File: src/rtl/decode_stage_pkg.sv
// Shared RV32I decode types: mux select enums (one package per mux) and the
// rv32i_types package with the control word, immediate bundle and funct enums.
package pcmux;
  typedef enum logic [1:0] {pc_plus4, alu_out, alu_mod2} pcmux_sel_t;
endpackage

package marmux;
  typedef enum logic {pc_out, alu_out} marmux_sel_t;
endpackage

package cmpmux;
  typedef enum logic {rs2_out, i_imm} cmpmux_sel_t;
endpackage

package alumux;
  typedef enum logic {rs1_out, pc_out} alumux1_sel_t;
  typedef enum logic [2:0] {i_imm, u_imm, b_imm, s_imm, j_imm, rs2_out} alumux2_sel_t;
endpackage

package regfilemux;
  typedef enum logic [3:0] {
    alu_out, br_en, u_imm, lw, pc_plus4, lb, lbu, lh, lhu
  } regfilemux_sel_t;
endpackage

package rv32i_types;
  typedef enum logic [6:0] {
    op_lui   = 7'b0110111,
    op_auipc = 7'b0010111,
    op_jal   = 7'b1101111,
    op_jalr  = 7'b1100111,
    op_br    = 7'b1100011,
    op_load  = 7'b0000011,
    op_store = 7'b0100011,
    op_imm   = 7'b0010011,
    op_reg   = 7'b0110011,
    op_csr   = 7'b1110011
  } rv32i_opcode;

  typedef enum logic [2:0] {
    beq = 3'b000, bne = 3'b001, blt = 3'b100, bge = 3'b101, bltu = 3'b110, bgeu = 3'b111
  } branch_funct3_t;

  typedef enum logic [2:0] {
    lb = 3'b000, lh = 3'b001, lw = 3'b010, lbu = 3'b100, lhu = 3'b101
  } load_funct3_t;

  typedef enum logic [2:0] {sb = 3'b000, sh = 3'b001, sw = 3'b010} store_funct3_t;

  typedef enum logic [2:0] {
    add = 3'b000, sll = 3'b001, slt = 3'b010, sltu = 3'b011,
    axor = 3'b100, sr = 3'b101, aor = 3'b110, aand = 3'b111
  } arith_funct3_t;

  typedef enum logic [2:0] {
    alu_add = 3'b000, alu_sll = 3'b001, alu_sra = 3'b010, alu_sub = 3'b011,
    alu_xor = 3'b100, alu_srl = 3'b101, alu_or = 3'b110, alu_and = 3'b111
  } alu_ops;

  // Base byte enables for stores; MEM shifts them by the address low bits.
  typedef logic [3:0] store_be_t;
  localparam store_be_t SB_BE = 4'b0001;
  localparam store_be_t SH_BE = 4'b0011;
  localparam store_be_t SW_BE = 4'b1111;

  typedef struct packed {
    logic [6:0]                  opcode;
    logic [4:0]                  rd;
    logic [2:0]                  funct3;
    logic [6:0]                  funct7;
    logic [31:0]                 pc;
    alu_ops                      aluop;
    logic                        load_regfile;
    logic                        rmask;
    logic                        wmask;
    store_be_t                   mem_byte_enable;
    logic [1:0]                  mem_addr_bits;
    pcmux::pcmux_sel_t           pcmux_sel;
    marmux::marmux_sel_t         marmux_sel;
    cmpmux::cmpmux_sel_t         cmpmux_sel;
    alumux::alumux1_sel_t        alumux1_sel;
    alumux::alumux2_sel_t        alumux2_sel;
    regfilemux::regfilemux_sel_t regfilemux_sel;
  } rv32i_control_word;

  typedef struct packed {
    logic [31:0] i_imm;
    logic [31:0] s_imm;
    logic [31:0] b_imm;
    logic [31:0] u_imm;
    logic [31:0] j_imm;
  } packed_imm;
endpackage

File: src/rtl/decode_stage_if.sv
// Fetch-side and execute-side handshake/bus bundle for the decode stage.
interface decode_stage_if;
  import rv32i_types::*;

  logic              if_valid;
  logic [31:0]       if_instr;
  logic [31:0]       if_pc;
  logic              id_ready;
  logic              flush;
  logic              ex_ready;
  logic              id_valid;
  rv32i_control_word ctrl;
  packed_imm         imm;
  logic [4:0]        rs1;
  logic [4:0]        rs2;
  logic              illegal;

  modport slave (
    input  if_valid, if_instr, if_pc, flush, ex_ready,
    output id_ready, id_valid, ctrl, imm, rs1, rs2, illegal
  );

  modport master (
    output if_valid, if_instr, if_pc, flush, ex_ready,
    input  id_ready, id_valid, ctrl, imm, rs1, rs2, illegal
  );
endinterface

File: src/rtl/decode_stage_instr_decoder.sv
// Purely combinational RV32I decoder: instruction word + PC to control word,
// immediates and source register indices.
module instr_decoder
  import rv32i_types::*;
(
  input  logic [31:0]       instr,
  input  logic [31:0]       pc,
  output rv32i_control_word ctrl,
  output packed_imm         imm,
  output logic [4:0]        rs1,
  output logic [4:0]        rs2,
  output logic              illegal
);
  logic [2:0] f3;
  assign f3  = instr[14:12];
  assign rs1 = instr[19:15];
  assign rs2 = instr[24:20];

  always_comb begin
    imm.i_imm = {{21{instr[31]}}, instr[30:20]};
    imm.s_imm = {{21{instr[31]}}, instr[30:25], instr[11:7]};
    imm.b_imm = {{20{instr[31]}}, instr[7], instr[30:25], instr[11:8], 1'b0};
    imm.u_imm = {instr[31:12], 12'h000};
    imm.j_imm = {{12{instr[31]}}, instr[19:12], instr[20], instr[30:21], 1'b0};
  end

  always_comb begin
    ctrl        = '0;
    illegal     = 1'b0;
    ctrl.opcode = instr[6:0];
    ctrl.rd     = instr[11:7];
    ctrl.funct3 = f3;
    ctrl.funct7 = instr[31:25];
    ctrl.pc     = pc;
    case (instr[6:0])
      op_lui: begin
        ctrl.load_regfile   = 1'b1;
        ctrl.regfilemux_sel = regfilemux::u_imm;
      end
      op_auipc: begin
        ctrl.load_regfile   = 1'b1;
        ctrl.alumux1_sel    = alumux::pc_out;
        ctrl.alumux2_sel    = alumux::u_imm;
        ctrl.aluop          = alu_add;
        ctrl.regfilemux_sel = regfilemux::alu_out;
      end
      op_jal: begin
        ctrl.load_regfile   = 1'b1;
        ctrl.alumux1_sel    = alumux::pc_out;
        ctrl.alumux2_sel    = alumux::j_imm;
        ctrl.aluop          = alu_add;
        ctrl.pcmux_sel      = pcmux::alu_out;
        ctrl.regfilemux_sel = regfilemux::pc_plus4;
      end
      op_jalr: begin
        ctrl.load_regfile   = 1'b1;
        ctrl.alumux1_sel    = alumux::rs1_out;
        ctrl.alumux2_sel    = alumux::i_imm;
        ctrl.aluop          = alu_add;
        ctrl.pcmux_sel      = pcmux::alu_mod2;
        ctrl.regfilemux_sel = regfilemux::pc_plus4;
      end
      op_br: begin
        // Taken/not-taken is resolved in EX from br_en.
        ctrl.cmpmux_sel  = cmpmux::rs2_out;
        ctrl.alumux1_sel = alumux::pc_out;
        ctrl.alumux2_sel = alumux::b_imm;
        ctrl.aluop       = alu_add;
        case (branch_funct3_t'(f3))
          beq, bne, blt, bge, bltu, bgeu: ;
          default: illegal = 1'b1;
        endcase
      end
      op_load: begin
        ctrl.alumux2_sel = alumux::i_imm;
        ctrl.aluop       = alu_add;
        ctrl.marmux_sel  = marmux::alu_out;
        case (load_funct3_t'(f3))
          lb:      ctrl.regfilemux_sel = regfilemux::lb;
          lh:      ctrl.regfilemux_sel = regfilemux::lh;
          lw:      ctrl.regfilemux_sel = regfilemux::lw;
          lbu:     ctrl.regfilemux_sel = regfilemux::lbu;
          lhu:     ctrl.regfilemux_sel = regfilemux::lhu;
          default: illegal = 1'b1;
        endcase
        ctrl.rmask        = !illegal;
        ctrl.load_regfile = !illegal;
      end
      op_store: begin
        ctrl.alumux2_sel = alumux::s_imm;
        ctrl.aluop       = alu_add;
        ctrl.marmux_sel  = marmux::alu_out;
        case (store_funct3_t'(f3))
          sb:      ctrl.mem_byte_enable = SB_BE;
          sh:      ctrl.mem_byte_enable = SH_BE;
          sw:      ctrl.mem_byte_enable = SW_BE;
          default: illegal = 1'b1;
        endcase
        ctrl.wmask = !illegal;
      end
      op_imm, op_reg: begin
        ctrl.load_regfile = 1'b1;
        if (instr[6:0] == op_reg) begin
          ctrl.alumux2_sel = alumux::rs2_out;
          ctrl.cmpmux_sel  = cmpmux::rs2_out;
        end else begin
          ctrl.alumux2_sel = alumux::i_imm;
          ctrl.cmpmux_sel  = cmpmux::i_imm;
        end
        case (arith_funct3_t'(f3))
          add: begin
            // bit30 is immediate data for addi, only a sub select for op_reg.
            if (instr[6:0] == op_reg && instr[30]) ctrl.aluop = alu_sub;
            else                                   ctrl.aluop = alu_add;
          end
          sr: begin
            if (instr[30]) ctrl.aluop = alu_sra;
            else           ctrl.aluop = alu_srl;
          end
          sll:       ctrl.aluop = alu_sll;
          axor:      ctrl.aluop = alu_xor;
          aor:       ctrl.aluop = alu_or;
          aand:      ctrl.aluop = alu_and;
          slt, sltu: ctrl.regfilemux_sel = regfilemux::br_en;
          default: ;
        endcase
      end
      default: illegal = 1'b1;
    endcase
    if (illegal || instr[11:7] == 5'd0) ctrl.load_regfile = 1'b0;
  end
endmodule

File: src/rtl/decode_stage.sv
// RV32I decode pipeline stage: valid/ready handshake from fetch, one output
// register toward EX with stall, drain and flush.
module decode_stage
  import rv32i_types::*;
#(
  parameter logic [31:0] RESET_PC = 32'h0000_0000
) (
  input  logic           clk,
  input  logic           rst,
  decode_stage_if.slave  bus
);
  rv32i_control_word dec_ctrl, ctrl_d, ctrl_q;
  packed_imm         dec_imm, imm_d, imm_q;
  logic [4:0]        dec_rs1, dec_rs2, rs1_d, rs1_q, rs2_d, rs2_q;
  logic              dec_illegal, illegal_d, illegal_q;
  logic              valid_d, valid_q;
  logic              accept;

  instr_decoder u_dec (
    .instr   (bus.if_instr),
    .pc      (bus.if_pc),
    .ctrl    (dec_ctrl),
    .imm     (dec_imm),
    .rs1     (dec_rs1),
    .rs2     (dec_rs2),
    .illegal (dec_illegal)
  );

  assign bus.id_ready = !valid_q || bus.ex_ready;
  assign accept       = bus.if_valid && bus.id_ready && !bus.flush;

  always_comb begin
    valid_d   = valid_q;
    illegal_d = illegal_q;
    ctrl_d    = ctrl_q;
    imm_d     = imm_q;
    rs1_d     = rs1_q;
    rs2_d     = rs2_q;
    // Flush wins; otherwise accept refills, and a consumed slot with nothing
    // arriving drains to a bubble with all side-effect enables cleared.
    if (bus.flush || (!accept && bus.ex_ready)) begin
      valid_d             = 1'b0;
      illegal_d           = 1'b0;
      ctrl_d.load_regfile = 1'b0;
      ctrl_d.rmask        = 1'b0;
      ctrl_d.wmask        = 1'b0;
    end else if (accept) begin
      valid_d   = 1'b1;
      illegal_d = dec_illegal;
      ctrl_d    = dec_ctrl;
      imm_d     = dec_imm;
      rs1_d     = dec_rs1;
      rs2_d     = dec_rs2;
    end
  end

  always_ff @(posedge clk or posedge rst) begin
    if (rst) begin
      valid_q   <= 1'b0;
      illegal_q <= 1'b0;
      ctrl_q    <= '0;
      ctrl_q.pc <= RESET_PC;
      imm_q     <= '0;
      rs1_q     <= '0;
      rs2_q     <= '0;
    end else begin
      valid_q   <= valid_d;
      illegal_q <= illegal_d;
      ctrl_q    <= ctrl_d;
      imm_q     <= imm_d;
      rs1_q     <= rs1_d;
      rs2_q     <= rs2_d;
    end
  end

  assign bus.id_valid = valid_q;
  assign bus.illegal  = illegal_q;
  assign bus.ctrl     = ctrl_q;
  assign bus.imm      = imm_q;
  assign bus.rs1      = rs1_q;
  assign bus.rs2      = rs2_q;
endmodule

File: src/flat_wrapper.sv
// flat-port wrapper written by rule: the top's interface ports become plain ports
module decode_stage_flat import rv32i_types::*;
#(
  parameter logic [31:0] RESET_PC = 32'h0000_0000
)
  (clk, rst, bus_if_valid, bus_if_instr, bus_if_pc, bus_flush, bus_ex_ready, bus_id_ready, bus_id_valid, bus_ctrl, bus_imm, bus_rs1, bus_rs2, bus_illegal);
  decode_stage_if bus_i ();
  input  logic clk;
  input  logic rst;
  input wire logic [$bits(bus_i.if_valid)-1:0] bus_if_valid;
  input wire logic [$bits(bus_i.if_instr)-1:0] bus_if_instr;
  input wire logic [$bits(bus_i.if_pc)-1:0] bus_if_pc;
  input wire logic [$bits(bus_i.flush)-1:0] bus_flush;
  input wire logic [$bits(bus_i.ex_ready)-1:0] bus_ex_ready;
  output wire logic [$bits(bus_i.id_ready)-1:0] bus_id_ready;
  output wire logic [$bits(bus_i.id_valid)-1:0] bus_id_valid;
  output wire logic [$bits(bus_i.ctrl)-1:0] bus_ctrl;
  output wire logic [$bits(bus_i.imm)-1:0] bus_imm;
  output wire logic [$bits(bus_i.rs1)-1:0] bus_rs1;
  output wire logic [$bits(bus_i.rs2)-1:0] bus_rs2;
  output wire logic [$bits(bus_i.illegal)-1:0] bus_illegal;
  assign bus_i.if_valid = bus_if_valid;
  assign bus_i.if_instr = bus_if_instr;
  assign bus_i.if_pc = bus_if_pc;
  assign bus_i.flush = bus_flush;
  assign bus_i.ex_ready = bus_ex_ready;
  assign bus_id_ready = bus_i.id_ready;
  assign bus_id_valid = bus_i.id_valid;
  assign bus_ctrl = bus_i.ctrl;
  assign bus_imm = bus_i.imm;
  assign bus_rs1 = bus_i.rs1;
  assign bus_rs2 = bus_i.rs2;
  assign bus_illegal = bus_i.illegal;
  decode_stage #(.RESET_PC(RESET_PC)) u_core (.clk(clk), .rst(rst), .bus(bus_i));
endmodule
File: config.mk
export PLATFORM = sky130hd
export DESIGN_NAME = decode_stage_flat
export DESIGN_NICKNAME = d
export VERILOG_FILES = /design/src/rtl/decode_stage_pkg.sv /design/src/rtl/decode_stage_if.sv /design/src/rtl/decode_stage_instr_decoder.sv /design/src/rtl/decode_stage.sv /design/src/flat_wrapper.sv
export SDC_FILE = /design/constraint.sdc
export NUM_CORES = 1
export LEC_CHECK = 0
export ABC_CLOCK_PERIOD_IN_PS = 3430
export CAP_MARGIN = 40
export CORE_MARGIN = 2
export CORE_UTILIZATION = 33
export DETAILED_ROUTE_END_ITERATION = 8
export GPL_ROUTABILITY_DRIVEN = 0
export PLACE_DENSITY = 0.78
export SYNTH_ARGS = -nofsm -noshare
export SYNTH_HDL_FRONTEND = slang
export SYNTH_SLANG_ARGS = --single-unit
File: constraint.sdc
create_clock -name clk -period 3.43 [get_ports clk]
set_input_delay 1.029 -clock clk [delete_from_list [all_inputs] [get_ports clk]]
set_output_delay 1.029 -clock clk [all_outputs]
set_load 0.01 [all_outputs]
==> impl.org <==
* Implementation run

** Run status
- The run finished with clean final reports.

** Placement
- Including well taps, the total number of placed cells is 897.
- During placement, the flow inserted port buffers numbering 303.
- Post-placement cell area :: about 7000 sq um
- Worst slack after detailed placement :: 0.1185 ns
- Dpl hpwl :: 10.22 mm

** Clock tree
- CTS buffer count :: 9
- Maximum clock path buffer count :: 2
- According to the CTS report, the clock sink count is 87.
- TritonCTS clock tree :: yes
- The later pin in the worst-skew pair is clocked with a latency of 0.34 ns.
- Once the clock tree was built, the resizer swapped 0 gates to a different size.
- Depth of the CTS H-tree :: 3
- Post-CTS clock slew at the launch and capture registers of the worst setup and hold paths :: 0.07 ns
- Buffer count from post-CTS setup fixing :: 0
- After clock tree synthesis, the flow added hold-fix buffers numbering 0.
- Cell at the root of the clock tree :: clkbuf_16

** Worst setup path
- Most frequent cell on the critical path :: clkdlybuf4s50_1
- Type of the worst setup path :: input port to output pin
- Among all stages on the critical path, the maximum delay recorded is 0.49 ns.
- Traced cell by cell, the critical path runs through clkdlybuf4s50_1 -> nor2b_1 -> inv_2 -> clkdlybuf4s50_1.
- Critical path startpoint category :: input port
- Among all stages on the critical path, the largest delay is contributed by clkdlybuf4s50_1.
- Endpoint kind of the worst setup timing path :: output pin
- Worst Path Required :: 2.40 ns
- The critical path maximum fanout is 3.
- According to the timing report, the arrival time at the worst endpoint equals 2.29 ns.

** Worst hold path
- The min-delay analysis places its worst path in the category flop to flop.

** Die
- During I/O placement, the number of pins put on the boundary was 320.
- In this run the full chip footprint comes out at 15,760 sq um.
- Die x size :: approximately 130 um
- The share of the core area taken by cells at floorplan is 0.3366.
- Die span in y :: 125.5 um

** Power
- Pleak :: ~3.2 nW
- The script computed a power per unit cell area of 482.7 nW/um^2.
- Peak supply drop :: 302.9 uV

** Final timing
- The smallest clock period supported by the final layout is computed as 3.315 ns.
- Final hold analysis gives a worst-case slack of 0.4718 ns.
- Setup_tns :: 0 ns
- Final tally of hold violations :: 0
- The end-of-flow timing check tallies setup violations at 0.
- In the final report, the number of pins over their slew limit comes to 0.
- Setup repair after global routing left no endpoint under its margin.
- Max-slew headroom at the worst pin :: 0.6085
- Slew of the pin with the lowest slew margin :: 0.5725 ns
- In the finished design, the share of the clock period the worst path needs comes to 0.9664.
- Based on the critical path, the design can be clocked at up to 301.7 MHz.
- Setup slack after layout :: 0.1154 ns
- Post-Route Skew :: 0.006877 ns

** Drt
- Remaining antenna violation count after routing :: 0
- In the routed design, unresolved DRC markers number 0.
- Drt first-iter violations :: 210
- DR pass1 iterations :: 4
- The routed design shows a via density per instance of 4.318.
- Per the detail_route report, the via count comes to around 3.9k.
- Per the detailed-route log, wirelength across all metal layers totals about 14 mm.

** Layout
- Comb gate area :: 1423 sq um
- Storage cell area :: between 2000 and 2500 sq um
- The final layout contains 793 nets.
- Signed area change from the synthesized netlist to the final layout :: 49.42%
- Filler Cells Inserted :: 1,311
- Number of non-filler instances in the completed layout :: about 910
- Number of antenna cells inserted :: 0
- Per the final layout report, the fraction of cells sized above drive strength 1 comes to 0.04396.

** Synthesis
- In the post-synthesis netlist, the biggest area contributors are dfrtp_1 45%, buf_4 25%, nand2_1 17%.
- Number of synthesized flops with an enable pin :: 0
- The synthesis stat section lists a flop and latch total of 87.
- Cell Area, Synth :: 4873 sq um
- Sequential-to-total area share from yosys stat :: 0.4467
- The synthesis report lists the Yosys warning total as 0.
- Async set or reset register ratio after synthesis :: 1.000
- Share of the synthesized area in the top cell type :: 0.4467
- Leading cell type by number of instances after synthesis :: nand2_1
- In the Yosys report the total cell count is 575.
- Each instance of the synthesized netlist takes up on average 8.476 sq um.
- Synth cell types :: between 40 and 50
- Of all cell types, the one taking the most synthesized area is dfrtp_1.
- YS chip area :: 4873 sq um
- The most used flip-flop cell after synthesis is dfrtp_1.
- Top cells by count, synth :: 219 x nand2_1, 163 x buf_4, 87 x dfrtp_1, 10 x buf_1, 10 x o21ai_0
- Gate count after technology mapping :: roughly 580

** Global routing
- The first global-routing pass estimated 20.91 mm of wire.
- Gr ovfl total :: 0
- Number of antenna violations at the first check in global routing :: 0
- The number of global-route vias before repair is 3,717.
- Largest net degree at the start of global routing :: 67

** Run
- Max-Cap Viols :: 0
- Number of OpenROAD warnings :: 26
[logic make-up after synthesis]
kind of cell | count (synthesis) | synth area share
xor gates and xnor gates | 1 | 0.001798
AOI/OAI and AO/OA | 36 | 0.05084
DFF | 87 | 0.4467
and+or+nand+nor | 257 | 0.2198
buffers and inverters | 191 | 0.2757
muxes | 2 | 0.004364
other | 1 | 0.0007695
[worst paths after layout]
check	endpoint	from	slack (ns)	cells past startpoint
max	bus_id_ready	bus_ex_ready	0.12	4
min	u_core.bus.ctrl[55]$_DFFE_PP0P_	u_core.bus.ctrl[55]$_DFFE_PP0P_	0.47	2
max in group asynchronous	u_core.bus.ctrl[10]$_DFFE_PP0P_	rst	1.67	3
max reg2reg	u_core.bus.ctrl[2]$_DFFE_PP0P_	u_core.bus.id_valid$_DFFE_PP0P_	1.69	5
min reg2reg	u_core.bus.ctrl[55]$_DFFE_PP0P_	u_core.bus.ctrl[55]$_DFFE_PP0P_	0.47	2
min in group asynchronous	u_core.bus.ctrl[43]$_DFFE_PP0P_	rst	1.11	2
[layout make-up]
| cell class | instances | area share |
|---|---|---|
| repair buffers | 311 | 0.4316 |
| flip-flops and latches | 87 | 0.2991 |
| multi-input cells | 312 | 0.1954 |
| well taps | 184 | 0.03162 |
| clock buffers | 9 | 0.03093 |
| clock inverters | 6 | 0.009450 |
| inverters | 3 | 0.001890 |
[cells in the final DEF (no fill, tap or decap), types with 2 or more instances in the layout]
cell             netlist  final
clkdlybuf4s50_1        0    303
nand2_1              219    219
and3_1                 2      2
nand3_1                3      3
conb_1                 1     16
a21oi_1                3      3
or4_1                  3      3
inv_6                  0      2
nor2_1                 8      8
buf_12                 0      4
a32oi_1                3      3
buf_4                163      4
o21ai_0               10     10
dfrtp_1               87     86
nor3_1                 2      2
clkbuf_16              0      9
a211oi_1               3      3
nand2b_1               4      4
nor2b_1                3      3
o31ai_1                6      6
nand3b_1               2      2
and2_1                 2      2
[critical path: cells and delay by family]
family	cells	cell delay (ns)
buf+inv	3	1.00
simple gates	1	0.26
[per-layer routing]
metal,vias to the layer above,share of wire,GRT usage
met1,1831,0.40,0.1982
met5,-,0,0
met4,0,0.011,0.05359
met2,165,0.51,0.2932
li1,1932,-,-
met3,10,0.084,0.05049
[registers in the layout (all words and copies together) (netlist names)]
signal / cells
u_core.bus.ctrl: 72
u_core.bus.id_valid: 1
u_core.bus.illegal: 1
u_core.bus.imm: 5
u_core.bus.rs1: 4
u_core.bus.rs2: 4
[per-stage QoR]
| stage | power [mW] | utilization |
|---|---|---|
| 2_1_floorplan | 2.021 | - |
| 3_3_place_gp | 2.547 | 0.4826 |
| 3_5_place_dp | 2.565 | 0.4826 |
| 4_1_cts | 3.563 | 0.5029 |
| 5_1_grt | 3.690 | 0.5029 |
| 6_report | 3.515 | 0.5029 |
[power by group]
part	internal, mW	switching, mW	total (mW)
Sequential	1.14	0.108	1.25
Combinational	0.749	0.531	1.28
Clock	0.566	0.419	0.985
Total	2.46	1.06	3.51
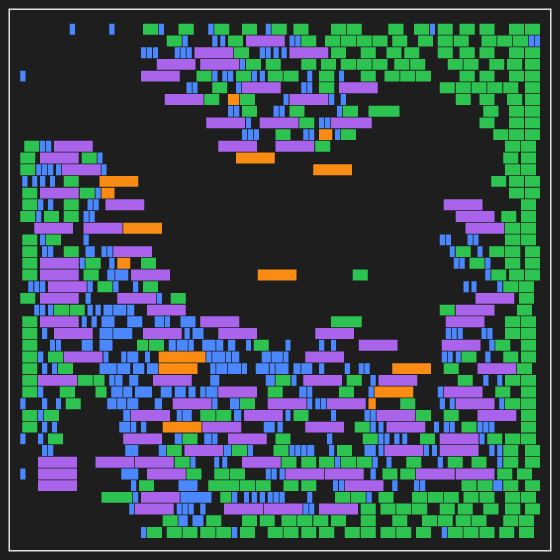
placement_by_type.png
- purple: sequential cells (cells 87)
- blue: combinational and other logic (cells 315)
- green: remaining buffers and delay cells (cells 311)
- orange: clock drivers and dummy loads (cells 15)
utilization of the core after routing: 0.5029
Std-Cell Core Area: 14,480 sq um
sequential share of cell area: 0.2991
# rows: 44
finished layout cell area: 7282 sq um

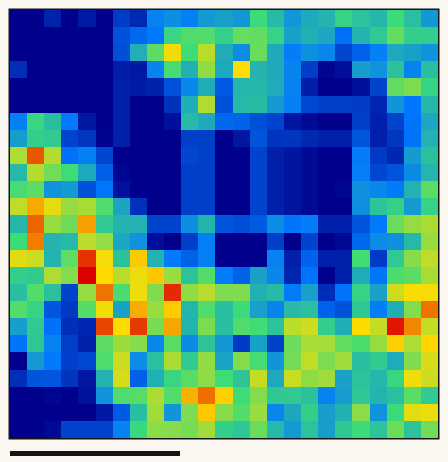
metal_density.png
Bar = 50 um. The die is cut into 25 by 25 equal tiles; dark blue is low, red is high, scaled to the fullest tile. Values are wire area over tile area, all layers added.
- nearly empty tiles: 16%
- mean over tiles: 0.14
- tiles over half the peak: 26%
- emptiest ninth of the die: top left
- fullest tile: 0.43

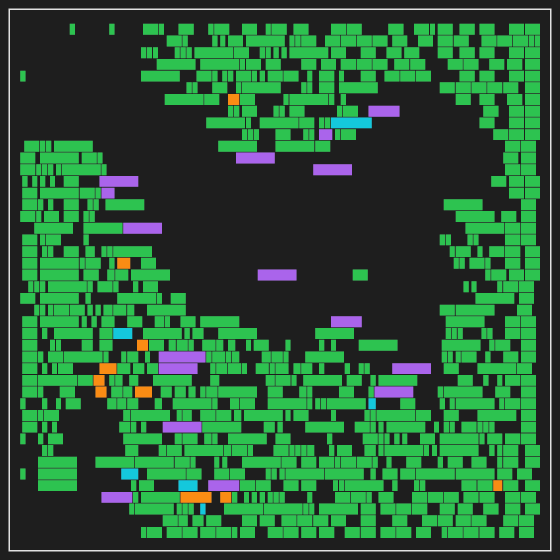
sizes.png
- cyan: _2 cells (cells 6)
- orange: _3 and _4 cells (cells 10; most used buf_4)
- purple: _6 and larger (cells 16; most used clkbuf_16)
- green: _0 and _1 cells (cells 696; most used clkdlybuf4s50_1)

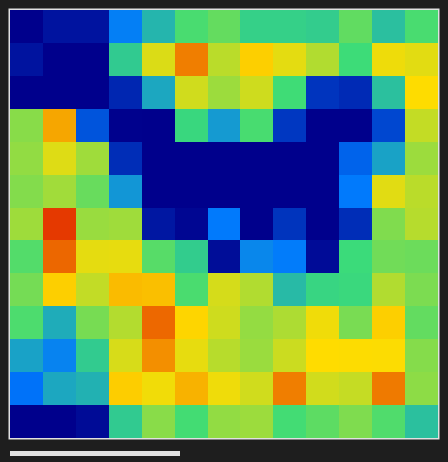
cell_density.png
Bar = 50 um. The die is cut into 13 by 13 equal tiles; dark blue is low, red is high, 0 to 100% covered.
- tiles over 75% full: 9.5%
- mean over tiles: 45%
- nearly empty tiles: 16%
- fullest tile: 94%

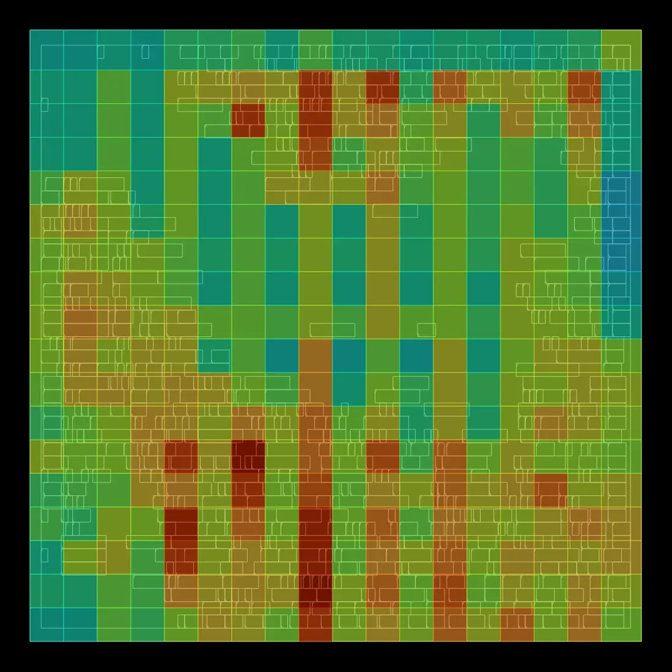
congestion.png
global-route layer with the greatest usage: met2
detailed-route wire length per cell: 14.85 um
global-route met1 utilization: 0.1982
global-route usage over all layers: 0.1681
met2 Track Usage GR: 0.2932

Power figures rest on the tool's default switching activity, not on a simulated workload.
